Clock distribution:
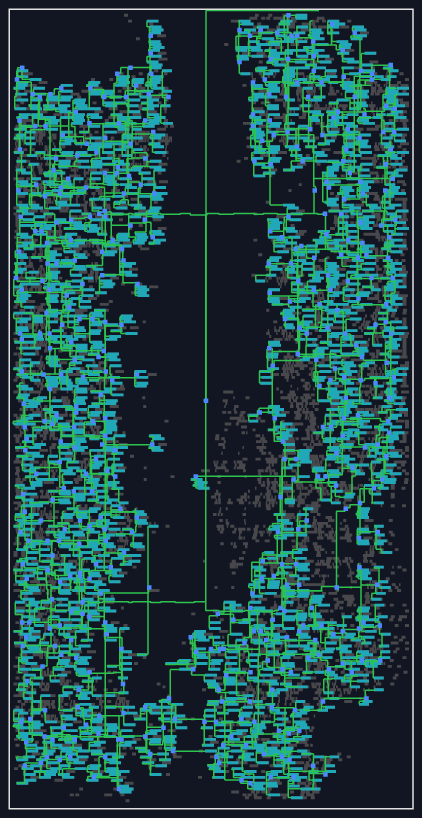
Met3 routing:
Cells faint in the background.
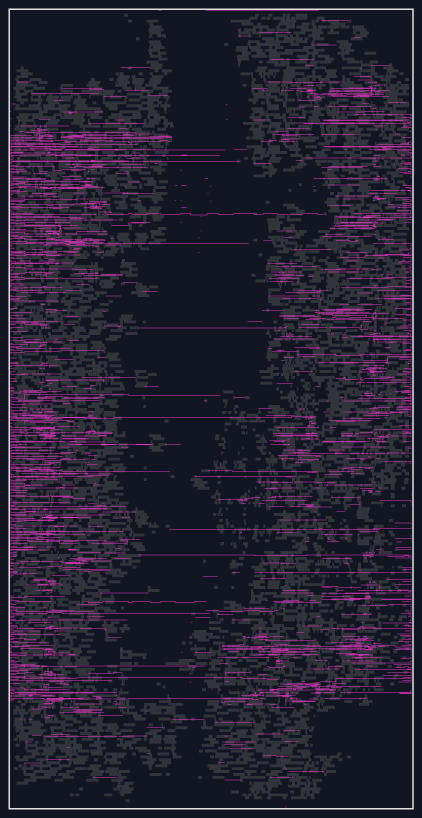
Track usage over the die:
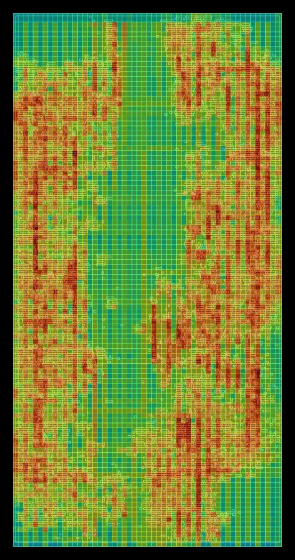
`src/rtl/pe_route_pkg.sv`:
```
// Shared types and link-field helpers for the three-port route tile.
// A link is {valid, dest[1:0], payload[DATA_WIDTH-1:0]}.
package pe_route_pkg;

  typedef enum logic [1:0] {
    DIR_EAST    = 2'd0,
    DIR_WEST    = 2'd1,
    DIR_NORTH   = 2'd2,
    DIR_INVALID = 2'd3
  } dir_t;

  localparam int NUM_PORTS = 3;

  function automatic int link_width(input int data_width);
    return data_width + 3;
  endfunction

  function automatic int valid_bit(input int data_width);
    return data_width + 2;
  endfunction

  function automatic int dest_lsb(input int data_width);
    return data_width;
  endfunction

endpackage

```
`src/rtl/pe_route_fifo.sv`:
```
// Synchronous FIFO with registered occupancy; one extra count bit keeps
// full and empty distinct when the pointers coincide.
module pe_route_fifo #(
  parameter int WIDTH     = 129,
  parameter int ADDR_BITS = 2
) (
  input  logic             clk,
  input  logic             reset,
  input  logic             push,
  input  logic             pop,
  input  logic [WIDTH-1:0] push_data,
  output logic [WIDTH-1:0] head_data,
  output logic             full,
  output logic             empty
);

  localparam int DEPTH = 2 ** ADDR_BITS;
  localparam logic [ADDR_BITS:0] FULL_COUNT = (ADDR_BITS + 1)'(DEPTH);

  logic [WIDTH-1:0]     mem_q [DEPTH];
  logic [ADDR_BITS-1:0] rd_ptr_q, rd_ptr_d;
  logic [ADDR_BITS-1:0] wr_ptr_q, wr_ptr_d;
  logic [ADDR_BITS:0]   count_q, count_d;
  logic                 do_push, do_pop;

  assign full      = (count_q == FULL_COUNT);
  assign empty     = (count_q == '0);
  assign head_data = mem_q[rd_ptr_q];

  always_comb begin
    do_push  = push & ~full;
    do_pop   = pop & ~empty;
    rd_ptr_d = rd_ptr_q + ADDR_BITS'(do_pop);
    wr_ptr_d = wr_ptr_q + ADDR_BITS'(do_push);
    count_d  = count_q + (ADDR_BITS + 1)'(do_push) - (ADDR_BITS + 1)'(do_pop);
  end

  // NOTE: storage is not reset; the occupancy count alone decides validity.
  always_ff @(posedge clk) begin
    if (do_push) mem_q[wr_ptr_q] <= push_data;
  end

  // NOTE: sequential state uses non-blocking assignment so every flop samples pre-edge values.
  always_ff @(posedge clk or posedge reset) begin
    if (reset) begin
      rd_ptr_q <= '0;
      wr_ptr_q <= '0;
      count_q  <= '0;
    end else begin
      rd_ptr_q <= rd_ptr_d;
      wr_ptr_q <= wr_ptr_d;
      count_q  <= count_d;
    end
  end

endmodule

```
`src/rtl/pe_route_tile.sv`:
```
// Three-port packet router tile: per-input FIFOs, per-output round-robin
// arbiters with registered outputs, and a saturating drop counter.
module pe_route_tile
  import pe_route_pkg::*;
#(
  parameter int  DATA_WIDTH     = 127,
  parameter int  FIFO_ADDR_BITS = 2,
  parameter int  DROP_CNT_WIDTH = 16,
  localparam int LINK_WIDTH     = link_width(DATA_WIDTH)
) (
  input  logic                      clk,
  input  logic                      reset,
  input  logic                      ap_start,
  input  logic [LINK_WIDTH-1:0]     in_from_east,
  input  logic [LINK_WIDTH-1:0]     in_from_west,
  input  logic [LINK_WIDTH-1:0]     in_from_north,
  output logic                      in_from_east_rdy,
  output logic                      in_from_west_rdy,
  output logic                      in_from_north_rdy,
  output logic [LINK_WIDTH-1:0]     out_to_east,
  output logic [LINK_WIDTH-1:0]     out_to_west,
  output logic [LINK_WIDTH-1:0]     out_to_north,
  input  logic                      out_to_east_rdy,
  input  logic                      out_to_west_rdy,
  input  logic                      out_to_north_rdy,
  output logic [DROP_CNT_WIDTH-1:0] drop_count
);

  localparam int VALID_BIT  = valid_bit(DATA_WIDTH);
  localparam int DEST_LSB   = dest_lsb(DATA_WIDTH);
  localparam int FIFO_WIDTH = DATA_WIDTH + 2;

  logic [LINK_WIDTH-1:0]     in_link [NUM_PORTS];
  logic [NUM_PORTS-1:0]      out_rdy, in_rdy, push, pop, full, empty;
  logic [FIFO_WIDTH-1:0]     head [NUM_PORTS];
  logic [1:0]                head_dest [NUM_PORTS];
  logic [LINK_WIDTH-1:0]     out_q [NUM_PORTS];
  logic [LINK_WIDTH-1:0]     out_d [NUM_PORTS];
  logic [1:0]                ptr_q [NUM_PORTS];
  logic [1:0]                ptr_d [NUM_PORTS];
  logic [DROP_CNT_WIDTH-1:0] drop_cnt_q, drop_cnt_d;
  logic [DROP_CNT_WIDTH:0]   drop_sum;
  logic [1:0]                n_drops;

  assign in_link[0] = in_from_east;
  assign in_link[1] = in_from_west;
  assign in_link[2] = in_from_north;
  assign out_rdy    = {out_to_north_rdy, out_to_west_rdy, out_to_east_rdy};
  assign in_rdy     = {NUM_PORTS{ap_start}} & ~full;

  assign in_from_east_rdy  = in_rdy[0];
  assign in_from_west_rdy  = in_rdy[1];
  assign in_from_north_rdy = in_rdy[2];
  assign out_to_east       = out_q[0];
  assign out_to_west       = out_q[1];
  assign out_to_north      = out_q[2];
  assign drop_count        = drop_cnt_q;

  // The valid bit is implied by FIFO occupancy, so only dest+payload is stored.
  for (genvar g = 0; g < NUM_PORTS; g++) begin : g_in
    assign push[g]      = in_link[g][VALID_BIT] & in_rdy[g];
    assign head_dest[g] = head[g][FIFO_WIDTH-1:DEST_LSB];

    pe_route_fifo #(
      .WIDTH     (FIFO_WIDTH),
      .ADDR_BITS (FIFO_ADDR_BITS)
    ) u_fifo (
      .clk       (clk),
      .reset     (reset),
      .push      (push[g]),
      .pop       (pop[g]),
      .push_data (in_link[g][FIFO_WIDTH-1:0]),
      .head_data (head[g]),
      .full      (full[g]),
      .empty     (empty[g])
    );
  end

  // NOTE: every combinational output gets a default first so no path infers a latch.
  always_comb begin : route_comb
    logic found;
    int   win;
    int   idx;
    pop     = '0;
    n_drops = '0;
    found   = 1'b0;
    win     = 0;
    idx     = 0;
    for (int o = 0; o < NUM_PORTS; o++) begin
      out_d[o] = out_q[o];
      ptr_d[o] = ptr_q[o];
    end

    if (ap_start) begin
      for (int i = 0; i < NUM_PORTS; i++) begin
        if (!empty[i] && (head_dest[i] == 2'(i) || head_dest[i] == DIR_INVALID)) begin
          pop[i]  = 1'b1;
          n_drops = n_drops + 2'd1;
        end
      end

      // A head addressed to its own port is a drop, never a candidate.
      for (int o = 0; o < NUM_PORTS; o++) begin
        if (!out_q[o][VALID_BIT] || out_rdy[o]) begin
          found = 1'b0;
          win   = 0;
          for (int k = 0; k < NUM_PORTS; k++) begin
            idx = (int'(ptr_q[o]) + k) % NUM_PORTS;
            if (!found && !empty[idx] && idx != o && head_dest[idx] == 2'(o)) begin
              found = 1'b1;
              win   = idx;
            end
          end
          if (found) begin
            out_d[o] = {1'b1, head[win]};
            pop[win] = 1'b1;
            ptr_d[o] = 2'((win + 1) % NUM_PORTS);
          end else if (out_rdy[o]) begin
            out_d[o] = '0;
          end
        end
      end
    end

    drop_sum   = {1'b0, drop_cnt_q} + (DROP_CNT_WIDTH + 1)'(n_drops);
    drop_cnt_d = drop_sum[DROP_CNT_WIDTH] ? '1 : drop_sum[DROP_CNT_WIDTH-1:0];
  end

  always_ff @(posedge clk or posedge reset) begin
    if (reset) begin
      for (int o = 0; o < NUM_PORTS; o++) begin
        out_q[o] <= '0;
        ptr_q[o] <= 2'(DIR_EAST);
      end
      drop_cnt_q <= '0;
    end else begin
      for (int o = 0; o < NUM_PORTS; o++) begin
        out_q[o] <= out_d[o];
        ptr_q[o] <= ptr_d[o];
      end
      drop_cnt_q <= drop_cnt_d;
    end
  end

endmodule

```
`config.mk`:
```
export PLATFORM = sky130hd
export DESIGN_NAME = pe_route_tile
export DESIGN_NICKNAME = d
export VERILOG_FILES = /design/src/rtl/pe_route_pkg.sv /design/src/rtl/pe_route_fifo.sv /design/src/rtl/pe_route_tile.sv
export SDC_FILE = /design/constraint.sdc
export NUM_CORES = 2
export LEC_CHECK = 0
export CAP_MARGIN = 20
export CORE_ASPECT_RATIO = 2
export CORE_MARGIN = 3
export CORE_UTILIZATION = 30
export CTS_BUF_LIST = sky130_fd_sc_hd__clkbuf_4
export DETAILED_ROUTE_END_ITERATION = 16
export PLACE_DENSITY = 0.56
export SYNTH_ARGS = -nofsm -noshare
export SYNTH_HDL_FRONTEND = slang
export SYNTH_SLANG_ARGS = --single-unit
export TNS_END_PERCENT = 30
```
`constraint.sdc`:
```
create_clock -name clk -period 14.9 [get_ports clk]
set_input_delay 1.49 -clock clk [delete_from_list [all_inputs] [get_ports clk]]
set_output_delay 1.49 -clock clk [all_outputs]
set_load 0.01 [all_outputs]
```
==> flow_metrics.env <==
# implementation run metrics
export IMPL_status="finished clean"
export IMPL_period_used_pct=56.7
export IMPL_cp_max_fo=17
export IMPL_start_kind="flop"
export IMPL_top_logic_kind="multiplexers"
export IMPL_grt_pass1_wl_um=432000
export IMPL_cp_num_buf_inv=4
export IMPL_tightest_slew_ns=1.24
export IMPL_dp_slack_ns=6.43
export IMPL_crit_family="AND-OR/OR-AND gates"
export IMPL_dr_pass1_iters=6
export IMPL_max_freq_mhz=118
export IMPL_powerComb_w=0.0115
export IMPL_slew_headroom_pct=17.2
export IMPL_dpl_hpwl_um=204000
export IMPL_syn_avg_cell_area_um2=15.1
export IMPL_synth_seq_share_pct=70.3
export IMPL_hold_ws_ns=0.480
export IMPL_routabilityCongestion=0.824
export IMPL_cp_arrival_ns=9.54
export IMPL_post_place_cells=9506
export IMPL_end_kind="flop"
export IMPL_p_per_area_nw_per_um2=236
export IMPL_tritoncts="yes"
export IMPL_seqPwrFrac_pct=31.8
export IMPL_p_leak_nw=34.9
export IMPL_finalPower_w=0.0236
export IMPL_powerSeq_w=0.00751
export IMPL_cts_buffers=449
export IMPL_setup_tns_ns=0
export IMPL_drive_gt1_share_pct=19.4
export IMPL_rsz0062_at_grt="false"
export IMPL_reg2reg_to="ptr_q[5]$_DFFE_PP0P_"
export IMPL_edf_count=1548
export IMPL_top_area_cell="edfxtp_1"
export IMPL_holdPathStages=2
export IMPL_setup_viol=0
export IMPL_final_cell_mix="edfxtp_1 (1,548), nand2_1 (901), clkdlybuf4s50_1 (804)"
export IMPL_die_w_um=375
export IMPL_fin_ws_ns=6.45
export IMPL_nFillCells=25900
export IMPL_comb_share_pct=22.8
export IMPL_layout_cells_most_common="edfxtp_1"
export IMPL_seq_share_pct=57.3
export IMPL_grt_max_degree=125
export IMPL_yosysUniqueCellTypes=96
export IMPL_internal_power_w=0.0133
export IMPL_antenna_cells=33
export IMPL_crit_cells=31
export IMPL_swShare_pct=43.5
export IMPL_skew_ns=0.121
export IMPL_syn_area_um2=81600
export IMPL_nonClkBufAreaFrac_pct=8.95
export IMPL_xor_share_pct=0.578
export IMPL_yosys_area_share_simple_pct=6.62
export IMPL_comb_cells=3012
export IMPL_crit_start="ptr_q[5]$_DFFE_PP0P_"
export IMPL_hold_start="out_to_north[21]$_DFFE_PP0P_"
export IMPL_ir_drop_uv=391
export IMPL_clock_cell_area_share_pct=6.15
export IMPL_netlist_instances=5400
export IMPL_flops=1981
export IMPL_nClkBuffers=703
export IMPL_min_period_ns=8.45
export IMPL_top_cell_area_share_pct=57.0
export IMPL_route_detailed_drc=0
export IMPL_dieHeight_um=743
export IMPL_clock_sinks=1981
export IMPL_grt_pass1_vias=56300
export IMPL_synth_nets=5864
export IMPL_pin_count=805
export IMPL_finish_instance_area_um2=100000
export IMPL_cts_max_path_buffers=4
export IMPL_ys_chip_area_um2=81600
export IMPL_r2r_cells=31
export IMPL_criticalPathCategory="flop to flop"
export IMPL_adder_share_pct=1.08
export IMPL_rows=270
export IMPL_cpMostUsedCell="ha_1"
export IMPL_aoi_share_pct=8.46
export IMPL_drt_iter0_drc=5765
export IMPL_antenna_found_initial=112
export IMPL_ant_nets=0
export IMPL_area_growth_pct=22.7
export IMPL_tool_warnings=67
export IMPL_ys_cells=5400
export IMPL_hp_class="flop to flop"
export IMPL_critPathRequiredTime_ns=15.99
export IMPL_topCellsByArea="edfxtp_1 (57%), dfrtp_1 (13%), mux4_2 (11%), nand2_1 (4.2%), a21oi_1 (3.0%)"
export IMPL_dpl_cell_area_um2=93900
export IMPL_cp_slowest_cell="ha_1"
export IMPL_buffers=912
export IMPL_cts_root_buffer="clkbuf_4"
export IMPL_reg2reg_setup_slack_ns=6.45
export IMPL_numSynthFlops=1981
export IMPL_htree_num_levels=5
export IMPL_finalHoldViolations=0
export IMPL_ys_sh_mux_pct=11.1
export IMPL_comb_area_um2=22900
export IMPL_grt_use_met1_pct=26.6
export IMPL_grt_ovfl_total=0
export IMPL_dominant_cells="flip-flops and latches"
export IMPL_path_clk_slew_ns=0.07
export IMPL_io_buffers=804
export IMPL_inverters=65
export IMPL_cp_endpoint="ptr_q[5]$_DFFE_PP0P_"
export IMPL_p_switching_w=0.0103
export IMPL_yosys_top_cells_count="edfxtp_1 (1,548), nand2_1 (905), a21oi_1 (486), dfrtp_1 (433), o21ai_0 (402)"
export IMPL_post_cts_repair_setup_buffers=0
export IMPL_synthArstFlopShare_pct=21.9
Notes on 'clock distribution' above:
blue -> cells driving clock nets  # count 449
green -> clock wires  # length 27.8 mm
cyan -> flip-flops  # count 1,981
flops lie = all over the die
routed clock nets = 450
Insertion Delay late pin: 1.28 ns
Clock power frac: 19.3%

Notes on 'met3 routing' above:
share of all routed wire = 9.8%
main direction = horizontal
wire length on this layer = 30.2 mm
longest straight run = 213 um
nets with wire on the layer = 1,121
routed vias: 55,100
Routed WL: 308,000 um
met3 GRT Util: 6.48%

Notes on 'track usage over the die' above:
met2 GRT Util: 37.0%
drt wl/cell: 29.7 um
Total Routing Usage GR: 21.7%
Finished Core Util: 37.0%
gr busiest metal: met2

==> metal layers <==
layer  wire length, um  vias to the layer above
li1                  -                    23100
met1            117000                    28200
met2            152000                     3076
met3             30200                      655
met4              8540                       74
met5               553                        -
==> kinds of logic after synthesis <==
kind of cell | after synthesis
flops | 1981
simple gates | 1305
compound gates | 1172
mux | 414
buf+inv | 407
fa+ha+maj | 68
xor+xnor | 53
==> state kept, by name, summed over array words and instances, names as in the netlist <==
register,count
g_in.u_fifo.count_q,9
out_to_north,130
ptr_q,6
out_to_west,130
g_in.u_fifo.mem_q,1548
g_in.u_fifo.rd_ptr_q,6
g_in.u_fifo.wr_ptr_q,6
out_to_east,130
drop_count,16
Power is estimated from default activity; no workload was simulated.
